==> src/rtl/fir_pkg.sv <==
// Shared types for the FIR MAC scheduler: operand/product widths, sample,
// coefficient and product types, and the scheduler state encoding.
package fir_pkg;

  localparam int DATA_W = 12;
  localparam int PROD_W = 24;

  typedef logic signed [DATA_W-1:0] sample_t;
  typedef logic signed [DATA_W-1:0] coeff_t;
  typedef logic signed [PROD_W-1:0] prod_t;

  typedef enum logic [1:0] {
    IDLE = 2'd0,
    MAC  = 2'd1,
    DONE = 2'd2
  } fir_state_e;

endpackage

==> src/rtl/fir_tap_store.sv <==
// Delay line and coefficient register file for the FIR scheduler.
// One shift port, one coefficient write port, two indexed read ports.
module fir_tap_store
  import fir_pkg::*;
#(
  parameter int NUM_TAPS = 8,
  parameter int AW       = $clog2(NUM_TAPS)
) (
  input  logic          clk_i,
  input  logic          rst_i,
  input  logic          shift_i,
  input  sample_t       sample_i,
  input  logic          we_i,
  input  logic [AW-1:0] waddr_i,
  input  coeff_t        wdata_i,
  input  logic [AW-1:0] xaddr_i,
  input  logic [AW-1:0] caddr_i,
  output sample_t       x_o,
  output coeff_t        c_o
);

  sample_t x_q [NUM_TAPS];
  coeff_t  c_q [NUM_TAPS];

  // Shift new sample into x[0]; commit coefficient writes; reset clears both.
  always_ff @(posedge clk_i) begin
    if (rst_i) begin
      for (int k = 0; k < NUM_TAPS; k++) begin
        x_q[k] <= '0;
        c_q[k] <= '0;
      end
    end else begin
      if (shift_i) begin
        x_q[0] <= sample_i;
        for (int k = 1; k < NUM_TAPS; k++) x_q[k] <= x_q[k-1];
      end
      if (we_i) c_q[waddr_i] <= wdata_i;
    end
  end

  assign x_o = x_q[xaddr_i];
  assign c_o = c_q[caddr_i];

endmodule

==> src/rtl/fir_mac_scheduler.sv <==
// Time-multiplexed FIR filter: one shared external 12x12 multiplier, one
// tap per cycle. Optional output saturation is enabled with FIR_SAT_EN;
// without it dout is the low 24 bits of the accumulator.
module fir_mac_scheduler
  import fir_pkg::*;
#(
  parameter int NUM_TAPS = 8,
  parameter int ACC_W    = 24 + $clog2(NUM_TAPS)
) (
  input  logic                        clk,
  input  logic                        rst,
  input  logic                        din_valid,
  output logic                        din_ready,
  input  logic [11:0]                 din,
  input  logic                        coeff_we,
  input  logic [$clog2(NUM_TAPS)-1:0] coeff_addr,
  input  logic [11:0]                 coeff_data,
  output logic                        busy,
  output logic [11:0]                 mult_a,
  output logic [11:0]                 mult_b,
  input  logic [23:0]                 mult_p,
  output logic                        dout_valid,
  input  logic                        dout_ready,
  output logic [23:0]                 dout
);

  localparam int            AW   = $clog2(NUM_TAPS);
  localparam logic [AW-1:0] LAST = AW'(NUM_TAPS - 1);

  fir_state_e              state_q;
  logic [AW-1:0]           idx_q;
  logic signed [ACC_W-1:0] acc_q, acc_d;
  logic [23:0]             dout_q, dout_d;
  logic                    dout_valid_q;
  logic                    accept, coeff_commit;
  sample_t                 x_rd;
  coeff_t                  c_rd;

  assign accept       = (state_q == IDLE) && din_valid;
  // Coefficients may only change between samples so a MAC pass is consistent.
  assign coeff_commit = (state_q == IDLE) && coeff_we;

  fir_tap_store #(.NUM_TAPS(NUM_TAPS), .AW(AW)) u_store (
    .clk_i    (clk),
    .rst_i    (rst),
    .shift_i  (accept),
    .sample_i (sample_t'(din)),
    .we_i     (coeff_commit),
    .waddr_i  (coeff_addr),
    .wdata_i  (coeff_t'(coeff_data)),
    .xaddr_i  (idx_q),
    .caddr_i  (idx_q),
    .x_o      (x_rd),
    .c_o      (c_rd)
  );

  assign mult_a     = (state_q == MAC) ? x_rd : '0;
  assign mult_b     = (state_q == MAC) ? c_rd : '0;
  assign din_ready  = (state_q == IDLE);
  assign busy       = (state_q != IDLE);
  assign dout_valid = dout_valid_q;
  assign dout       = dout_q;

  // Next accumulator value and the output word derived from it.
  always_comb begin
    acc_d = acc_q + $signed({{(ACC_W-PROD_W){mult_p[PROD_W-1]}}, mult_p});
`ifdef FIR_SAT_EN
    if (acc_d > $signed(ACC_W'(8388607)))
      dout_d = 24'h7F_FFFF;
    else if (acc_d < $signed(ACC_W'(-8388608)))
      dout_d = 24'h80_0000;
    else
      dout_d = acc_d[23:0];
`else
    dout_d = acc_d[23:0];
`endif
  end

  // Scheduler FSM: accept sample, run NUM_TAPS MAC cycles, hold result.
  always_ff @(posedge clk) begin
    if (rst) begin
      state_q      <= IDLE;
      idx_q        <= '0;
      acc_q        <= '0;
      dout_q       <= '0;
      dout_valid_q <= 1'b0;
    end else begin
      unique case (state_q)
        IDLE: begin
          if (accept) begin
            acc_q   <= '0;
            idx_q   <= '0;
            state_q <= MAC;
          end
        end
        MAC: begin
          acc_q <= acc_d;
          idx_q <= idx_q + 1'b1;
          if (idx_q == LAST) begin
            dout_q       <= dout_d;
            dout_valid_q <= 1'b1;
            state_q      <= DONE;
          end
        end
        DONE: begin
          if (dout_ready) begin
            dout_valid_q <= 1'b0;
            state_q      <= IDLE;
          end
        end
        default: state_q <= IDLE;
      endcase
    end
  end

endmodule
==> config.mk <==
export PLATFORM = sky130hd
export DESIGN_NAME = fir_mac_scheduler
export DESIGN_NICKNAME = d
export VERILOG_FILES = /design/src/rtl/fir_pkg.sv /design/src/rtl/fir_tap_store.sv /design/src/rtl/fir_mac_scheduler.sv
export SDC_FILE = /design/constraint.sdc
export NUM_CORES = 1
export LEC_CHECK = 0
export ABC_AREA = 0
export CAP_MARGIN = 15
export CORE_MARGIN = 2
export CORE_UTILIZATION = 45
export CTS_CLUSTER_DIAMETER = 30
export DETAILED_ROUTE_END_ITERATION = 6
export SYNTH_ARGS = -nofsm -noshare
export SYNTH_HDL_FRONTEND = slang
export SYNTH_SLANG_ARGS = --single-unit
export TNS_END_PERCENT = 20
==> constraint.sdc <==
create_clock -name clk -period 5.95 [get_ports clk]
set_input_delay 1.4875 -clock clk [delete_from_list [all_inputs] [get_ports clk]]
set_output_delay 1.4875 -clock clk [all_outputs]
set_load 0.02 [all_outputs]
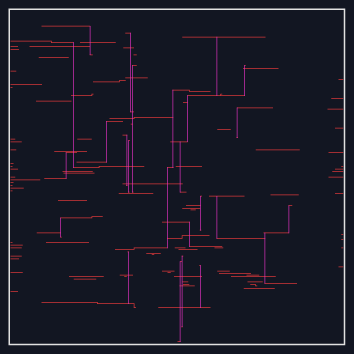
Figure 1: run 1, metal layers overlaid.
Drawn at 2 px/µm. Two of the layers only.
met3: in red, wire length 1230 µm. met4: in magenta, wire length 671 µm.
Vias: 7954
GRT Resource Usage Total: 0.197

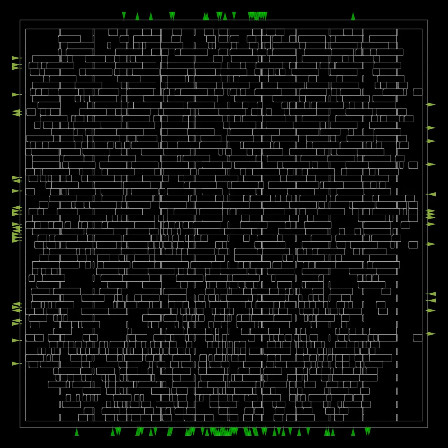
Figure 2: run 1, cell placement.
Finished Core Util: 0.585
fraction of area in registers: 0.453
Non-Filler Instances: 1440
number of fill cells in the layout: 2160
Flops: 249

==> results.py, run 1 <==
# Metrics from the implementation run
metrics = {
    "flow_run": {
        "log.warning_count": 26,
        "max_cap_violations": 0,
    },
    "logic_synthesis": {
        "ys_sh_xor": 0.0115,
        "yosysSeqAreaShare": 0.578,
        "synth-edff-count": 192,
        "synth-main-ff-cell": "edfxtp_1",
        "most_common_cell": "edfxtp_1",
        "top_cells_by_count": "edfxtp_1, and2_1, and3_1, nor2_1, nand2_1",
        "ys_sh_mux": 0.114,
        "simple_gate_share": 0.173,
        "yosysWarnings": 0,
        "yosys-top-cells-area": "edfxtp_1, dfxtp_1, mux4_2",
        "yosysCellCount": 949,
        "ys_types": 58,
        "syn-instance-count": 949,
        "async_reset_ff_frac": 0,
        "fa_ha_area_frac": 0.0279,
        "ys_seq_elements": 249,
        "avgSynthCellArea_um2": 12.6,
        "top_area_frac": 0.483,
        "ys_chip_area_um2": 11900,
        "logic_family": "simple AND/OR/NAND/NOR gates",
        "aoi_share": 0.0724,
        "netlist_area_um2": 11900,
        "syn-num-nets": 1031,
    },
    "hold_path": {
        "min_to": "dout[7]",
        "min_path_cells": 2,
        "min-delay-start": "dout[7]",
        "min_path_type": "reg2reg",
    },
    "clocking": {
        "hold_buffers": 0,
        "htree_levels": 2,
        "postCtsResizedCells": 0,
        "clkSinkCount": 249,
        "clk_latency_ns": 0.56,
        "clk_path_buf_depth": 3,
        "cts_setup_buffers": 0,
        "clkSlewWorstSetupHoldPaths_ns": 0.05,
        "tritoncts": "yes",
        "cts-root-buf": "clkbuf_16",
    },
    "setup_path": {
        "path_buffers": 1,
        "crit_family": "flip-flops",
        "path_depth": 4,
        "arrival_ns": 3.07,
        "critPathKind": "reg2out",
        "worstPathRequired_ns": 4.46,
        "r2r-start": "state_q[0]",
        "r2r_end": "u_store.c_q[3][6]",
        "endpoint_kind": "output port",
        "worst-r2r-setup-slack_ns": 2.85,
        "cp-start-kind": "flip-flop",
        "path_max_fanout": 48,
        "reg2regPathDepth": 7,
        "critPathMaxStageDelay_ns": 1.01,
        "crit_path_end": "mult_a[1]",
        "worstPathCellList": "mux4_2 -> mux2i_1 -> nor2_1 -> clkdlybuf4s50_1",
    },
    "final_layout": {
        "largest_class": "flip-flops and latches",
        "inv_count": 8,
        "combGateArea_um2": 4790,
        "nonClockBufferCount": 120,
        "stdcell_area_um2": 15200,
        "sh_comb_area": 0.314,
        "drive_above_1_share": 0.152,
        "clock_area_frac": 0.126,
        "mostFrequentLayoutCells": "edfxtp_1, clkdlybuf4s50_1, and2_1, and3_1, nor2_1",
        "synthToLayoutAreaGrowth_pct": 27.7,
        "final_nets": 1142,
        "reg_top3": "u_store.c_q: 96 flops, u_store.x_q: 96 flops",
        "layout_top_cell": "edfxtp_1",
        "antenna_cells": 2,
        "ff_latch_area_um2": 6910,
        "buffer_area_frac": 0.0766,
        "num-multi-input-gates": 629,
        "n_clock_buffer": 58,
    },
    "global_route": {
        "antenna_found_initial": 2,
        "met2_usage": 0.322,
        "use_met3": 0.0349,
        "grt_pass1_vias": 7969,
        "use_met1": 0.268,
        "grt-ovfl-total": 0,
        "top_usage_layer": "met2",
    },
    "timing": {
        "clock.fmax_ghz": 0.219,
        "final.setup.tns_ns": 0,
        "setup_viol": 0,
        "timing.final.crit_share": 0.767,
        "slew_viol_final": 0,
        "slew_headroom": 0.247,
        "skew_ns": 0.0278,
        "rsz0062_at_grt": "no",
        "setup_slack_ns": 1.39,
        "tightest_slew_ns": 1.13,
        "timing.hold.ws_ns": 0.454,
        "fin_crit_ns": 4.56,
        "hold_viol_final": 0,
    },
    "die": {
        "taps": 335,
        "num_io_pins": 107,
        "chip_area_um2": 27900,
        "core_area_um2": 26100,
        "initCoreUtil": 0.458,
        "rows": 59,
        "die_width_um": 167,
    },
    "placement": {
        "port_buffers": 106,
        "dp_hpwl_um": 16400,
        "place_ws_ns": 1.48,
        "gp_congestion": 0.857,
        "place_inst": 1340,
        "placed_cell_area_um2": 13300,
    },
    "pwr": {
        "intPower_mw": 4.32,
        "pg_clk_mw": 3.13,
        "pwr-share-clk": 0.560,
        "power_density_nw_per_um2": 367,
        "power_leader": "clock",
        "p_seq_frac": 0.363,
        "switchingPower_mw": 1.27,
        "p_total_mw": 5.59,
        "worst_ir_drop_vdd_mv": 0.260,
        "power.leakage_nw": 5.87,
        "comb-power_uw": 433,
        "p_sw_frac": 0.226,
        "combPwrFrac": 0.077,
        "sequentialPower_mw": 2.03,
    },
    "route": {
        "wl_met3_um": 1230,
        "routed.top_layer": "met4",
        "wl_per_cell_um": 19.1,
        "wl_met2_um": 13300,
        "wl_um": 27600,
        "wl_met1_um": 12400,
        "vias_per_cell": 5.52,
        "ant_nets": 0,
    },
    "outcome": {
        "status": "finished clean",
    },
}
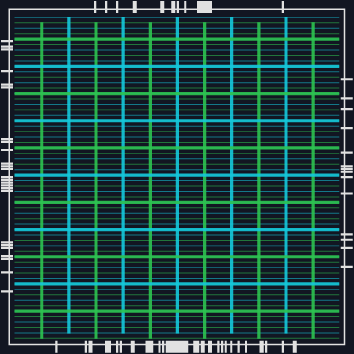
Figure 3: run 1, PDN straps and rails.
Drawn at 2 px/µm. Pins as bars on the die edge.
VDD: in cyan. VSS: in green.
60 met1 rails follow the rows. 107 signal pins sit on the boundary. 11 straps on met4.

==> inputs of run 2 (changes only) <==
--- a/config.mk
+++ b/config.mk
@@ -11,6 +11,7 @@
 export CORE_UTILIZATION = 45
 export CTS_CLUSTER_DIAMETER = 30
 export DETAILED_ROUTE_END_ITERATION = 6
+export PLACE_DENSITY = 0.67
 export SYNTH_ARGS = -nofsm -noshare
 export SYNTH_HDL_FRONTEND = slang
 export SYNTH_SLANG_ARGS = --single-unit
==> constraint.sdc (replaced) <==
create_clock -name clk -period 3.9 [get_ports clk]
set_input_delay 0.975 -clock clk [delete_from_list [all_inputs] [get_ports clk]]
set_output_delay 0.975 -clock clk [all_outputs]
set_load 0.02 [all_outputs]
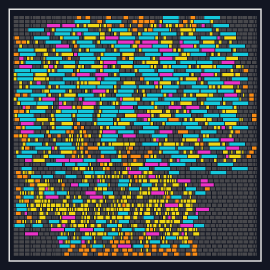
Figure 4: run 2, placement by cell class.
Drawn at 1.5 px/µm. Fill, decap, tap and diode cells in gray.
clock drivers and dummy loads: in magenta, cells 98. other buffers and delay cells: in orange, cells 143. flip-flops: in cyan, cells 249. all other logic: in yellow, cells 637.
core footprint: 26100 µm²
fraction of area in registers: 0.454

==> run 2 against run 1 <==
Final area about the same. Highest routed layer unchanged. Non-clock buffer count rose by 23. Register-to-register slack got worse by 1.7 ns. Critical path type unchanged. First-iteration DRC count grew 34%. Wire length fell by 0.64%. Synthesized cell count unchanged. Hold slack worse by 0.0034 ns. Largest power group unchanged. Sequential share of layout area about the same. Final cell count increased by 1.6%. Via count up 0.78%. Total power is 43% higher. Area after synthesis stayed put.
==> results.py, run 2 <==
# Metrics from the implementation run
metrics = {
    "outcome": {
        "status": "finished clean",
    },
    "setup_path": {
        "critPathKind": "reg2out",
        "crit_family": "buffers and inverters",
        "arrival_ns": 2.71,
        "endpoint_kind": "output port",
        "r2r_end": "dout[22]",
        "path_max_fanout": 17,
        "cp-start-kind": "flip-flop",
        "worst-r2r-setup-slack_ns": 1.14,
        "reg2regPathDepth": 9,
        "worstPathCellList": "buf_12 -> mux4_2 -> mux2i_1 -> nor2_1 -> clkdlybuf4s50_1",
        "path_depth": 5,
        "path_buffers": 2,
        "worstPathRequired_ns": 2.92,
    },
    "timing": {
        "timing.hold.ws_ns": 0.450,
        "slew_headroom": 0.344,
        "rsz0062_at_grt": "no",
        "fin_crit_ns": 3.68,
        "timing.final.crit_share": 0.944,
        "setup_viol": 0,
        "final.setup.tns_ns": 0,
        "slew_viol_final": 0,
        "hold_viol_final": 0,
        "tightest_slew_ns": 0.981,
        "skew_ns": 0.0195,
    },
    "route": {
        "wl_met1_um": 12000,
        "routed.top_layer": "met4",
        "wl_met2_um": 13300,
        "num_vias": 8016,
        "ant_nets": 0,
        "vias_per_cell": 5.48,
        "wl_met3_um": 1330,
        "wl_um": 27400,
    },
    "clocking": {
        "cts-root-buf": "clkbuf_16",
        "clk_latency_ns": 0.55,
        "hold_buffers": 0,
        "tritoncts": "yes",
        "htree_levels": 2,
        "clk_path_buf_depth": 3,
        "postCtsResizedCells": 0,
        "cts_setup_buffers": 0,
        "clkSlewWorstSetupHoldPaths_ns": 0.04,
    },
    "logic_synthesis": {
        "aoi_share": 0.0724,
        "logic_family": "simple AND/OR/NAND/NOR gates",
        "simple_gate_share": 0.173,
        "ys_types": 58,
        "ys_sh_xor": 0.0115,
        "netlist_area_um2": 11900,
        "ys_sh_mux": 0.114,
        "syn-num-nets": 1031,
        "async_reset_ff_frac": 0,
        "yosysCellCount": 949,
        "fa_ha_area_frac": 0.0279,
        "yosysWarnings": 0,
        "synth-edff-count": 192,
        "synth-main-ff-cell": "edfxtp_1",
        "yosysSeqAreaShare": 0.578,
        "ys_chip_area_um2": 11900,
    },
    "global_route": {
        "met2_usage": 0.325,
        "grt_max_degree": 97,
        "use_met1": 0.267,
        "grt_pass1_vias": 8133,
        "grt-ovfl-total": 0,
        "top_usage_layer": "met2",
        "antenna_found_initial": 1,
    },
    "pwr": {
        "power_leader": "clock",
        "switchingPower_mw": 1.90,
        "power_density_nw_per_um2": 523,
        "p_sw_frac": 0.238,
        "combPwrFrac": 0.087,
        "p_total_mw": 7.96,
        "sequentialPower_mw": 3.08,
        "p_seq_frac": 0.387,
        "comb-power_uw": 691,
        "intPower_mw": 6.07,
        "worst_ir_drop_vdd_mv": 0.324,
        "pwr-share-clk": 0.527,
    },
    "placement": {
        "place_inst": 1364,
        "dp_hpwl_um": 17500,
        "placed_cell_area_um2": 13500,
        "gp_congestion": 0.846,
        "port_buffers": 106,
    },
    "final_layout": {
        "sh_comb_area": 0.314,
        "drive_above_1_share": 0.169,
        "largest_class": "flip-flops and latches",
        "final_nets": 1165,
        "combGateArea_um2": 4780,
        "stdcell_area_um2": 15200,
        "instances_no_fill": 1463,
        "antenna_cells": 1,
        "buffer_area_frac": 0.0905,
        "mostFrequentLayoutCells": "edfxtp_1, clkdlybuf4s50_1, and2_1, and3_1, nor2_1",
        "nFillCells": 2077,
        "reg_top3": "u_store.c_q: 96 flops, u_store.x_q: 96 flops",
        "n_clock_buffer": 61,
        "num-multi-input-gates": 629,
        "ff_latch_area_um2": 6910,
        "layout_top_cell": "edfxtp_1",
        "inv_count": 8,
        "final_core_util": 0.585,
    },
    "die": {
        "taps": 335,
        "initCoreUtil": 0.458,
        "chip_area_um2": 27900,
        "die_width_um": 167,
        "num_io_pins": 107,
    },
    "hold_path": {
        "min_path_type": "reg2reg",
        "min-delay-start": "acc_q[14]",
        "min_to": "acc_q[14]",
        "min_path_cells": 2,
    },
    "flow_run": {
        "log.warning_count": 26,
        "max_cap_violations": 0,
    },
}
==> inputs of run 3 (changes only) <==
--- a/config.mk
+++ b/config.mk
@@ -12,6 +12,7 @@
 export CTS_CLUSTER_DIAMETER = 30
 export DETAILED_ROUTE_END_ITERATION = 6
 export PLACE_DENSITY = 0.67
+export SETUP_SLACK_MARGIN = 0.5
 export SYNTH_ARGS = -nofsm -noshare
 export SYNTH_HDL_FRONTEND = slang
 export SYNTH_SLANG_ARGS = --single-unit
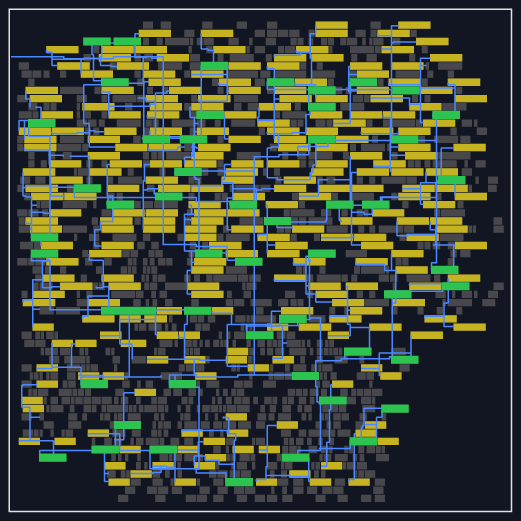
Figure 5: run 3, clock distribution.
Drawn at 3 px/µm.
clock wires: in blue, length 3480 µm. flip-flops: in yellow, count 249. cells driving clock nets: in green, count 52.
Position of the flops: spread over the die. There are 53 routed clock nets.

==> run 3 against run 2 <==
Die area is the same. Utilization grew 0.13 points. Via count grew 0.26%. Wire length grew 0.15%. Sequential share of layout area shrank 0.088 points. Register-to-register slack is essentially flat. Final cell count grew 0.14%. Area after synthesis is the same. Combinational power grew 1%. Count of clock-buffer cells in the layout is the same. Setup slack gained 0.21 ns. Total power is essentially flat. Critical endpoint is now mult_b[0].
==> results.py, run 3 <==
# Metrics from the implementation run
metrics = {
    "route": {
        "wl_um": 27400,
        "routed.top_layer": "met4",
        "wl_met3_um": 1270,
        "wl_per_cell_um": 18.7,
        "num_vias": 8037,
        "vias_per_cell": 5.49,
        "ant_nets": 0,
        "wl_met1_um": 12200,
        "wl_met2_um": 13200,
    },
    "final_layout": {
        "layout_top_cell": "edfxtp_1",
        "reg_top3": "u_store.c_q: 96 flops, u_store.x_q: 96 flops",
        "stdcell_area_um2": 15300,
        "sh_comb_area": 0.313,
        "buffer_area_frac": 0.0924,
        "instances_no_fill": 1465,
        "n_sequential_cell": 249,
        "drive_above_1_share": 0.170,
        "nFillCells": 2072,
        "seq_share": 0.453,
        "largest_class": "flip-flops and latches",
        "mostFrequentLayoutCells": "edfxtp_1, and2_1, clkdlybuf4s50_1, and3_1, nor2_1",
        "final_nets": 1167,
        "combGateArea_um2": 4780,
        "synthToLayoutAreaGrowth_pct": 27.9,
        "n_clock_buffer": 61,
        "ff_latch_area_um2": 6920,
        "nonClockBufferCount": 145,
        "inv_count": 8,
        "antenna_cells": 1,
        "num-multi-input-gates": 629,
        "final_core_util": 0.586,
        "clock_area_frac": 0.112,
    },
    "pwr": {
        "comb-power_uw": 698,
        "power_density_nw_per_um2": 522,
        "pg_clk_mw": 4.20,
        "power.leakage_nw": 5.99,
        "p_seq_frac": 0.386,
        "worst_ir_drop_vdd_mv": 0.323,
        "combPwrFrac": 0.088,
        "p_sw_frac": 0.238,
        "intPower_mw": 6.07,
        "power_leader": "clock",
        "p_total_mw": 7.97,
        "switchingPower_mw": 1.90,
        "sequentialPower_mw": 3.07,
    },
    "setup_path": {
        "critPathMaxStageDelay_ns": 0.65,
        "arrival_ns": 2.49,
        "worstPathCellList": "nand2b_1 -> buf_4 -> nor2_1 -> clkdlybuf4s50_1",
        "worstPathRequired_ns": 2.92,
        "crit_path_end": "mult_b[0]",
        "r2r-start": "acc_q[0]",
        "critPathKind": "reg2out",
        "path_depth": 4,
        "cp-start-kind": "flip-flop",
        "path_buffers": 2,
        "r2r_end": "dout[22]",
        "path_max_fanout": 19,
        "worst-r2r-setup-slack_ns": 1.14,
        "endpoint_kind": "output port",
        "reg2regPathDepth": 9,
    },
    "clocking": {
        "clk_latency_ns": 0.55,
        "cts_setup_buffers": 2,
        "postCtsResizedCells": 5,
        "cts-root-buf": "clkbuf_16",
        "htree_levels": 2,
        "tritoncts": "yes",
        "clk_path_buf_depth": 3,
        "hold_buffers": 0,
    },
    "placement": {
        "place_inst": 1364,
        "placed_cell_area_um2": 13500,
        "port_buffers": 106,
        "dp_hpwl_um": 17500,
        "place_ws_ns": 0.0801,
        "gp_congestion": 0.846,
    },
    "global_route": {
        "grt_pass1_vias": 8146,
        "grt_pass1_wl_um": 43900,
        "use_met1": 0.268,
        "met2_usage": 0.325,
        "antenna_found_initial": 1,
        "grt-ovfl-total": 0,
        "grt_max_degree": 97,
        "use_met3": 0.0380,
        "grt_usage": 0.199,
    },
    "logic_synthesis": {
        "netlist_area_um2": 11900,
        "yosysSeqAreaShare": 0.578,
        "ys_chip_area_um2": 11900,
        "logic_family": "simple AND/OR/NAND/NOR gates",
        "syn-instance-count": 949,
        "ys_sh_mux": 0.114,
        "top_area_frac": 0.483,
        "ys_types": 58,
        "syn-num-nets": 1031,
        "fa_ha_area_frac": 0.0279,
        "most_common_cell": "edfxtp_1",
        "yosys-top-cells-area": "edfxtp_1, dfxtp_1, mux4_2",
        "synth-edff-count": 192,
        "aoi_share": 0.0724,
        "synth-main-ff-cell": "edfxtp_1",
        "simple_gate_share": 0.173,
        "ys_seq_elements": 249,
        "top_cells_by_count": "edfxtp_1, and2_1, and3_1, nor2_1, nand2_1",
        "yosysWarnings": 0,
        "avgSynthCellArea_um2": 12.6,
        "ys_sh_xor": 0.0115,
        "yosysCellCount": 949,
    },
    "timing": {
        "slew_viol_final": 0,
        "final.setup.tns_ns": 0,
        "timing.hold.ws_ns": 0.451,
        "rsz0062_at_grt": "yes",
        "timing.final.crit_share": 0.889,
        "setup_viol": 0,
        "tightest_slew_ns": 0.998,
        "fin_crit_ns": 3.47,
        "clock.fmax_ghz": 0.288,
        "skew_ns": 0.0202,
        "setup_slack_ns": 0.432,
        "hold_viol_final": 0,
    },
    "die": {
        "initCoreUtil": 0.458,
        "num_io_pins": 107,
        "die_y_um": 167,
        "chip_area_um2": 27900,
        "core_area_um2": 26100,
        "rows": 59,
        "taps": 335,
    },
    "hold_path": {
        "min_to": "acc_q[14]",
        "min-delay-start": "acc_q[14]",
        "min_path_type": "reg2reg",
        "min_path_cells": 2,
    },
    "flow_run": {
        "log.warning_count": 28,
        "max_cap_violations": 0,
    },
    "outcome": {
        "status": "finished clean",
    },
}
Power figures rest on the tool's default switching activity, not on a simulated workload.
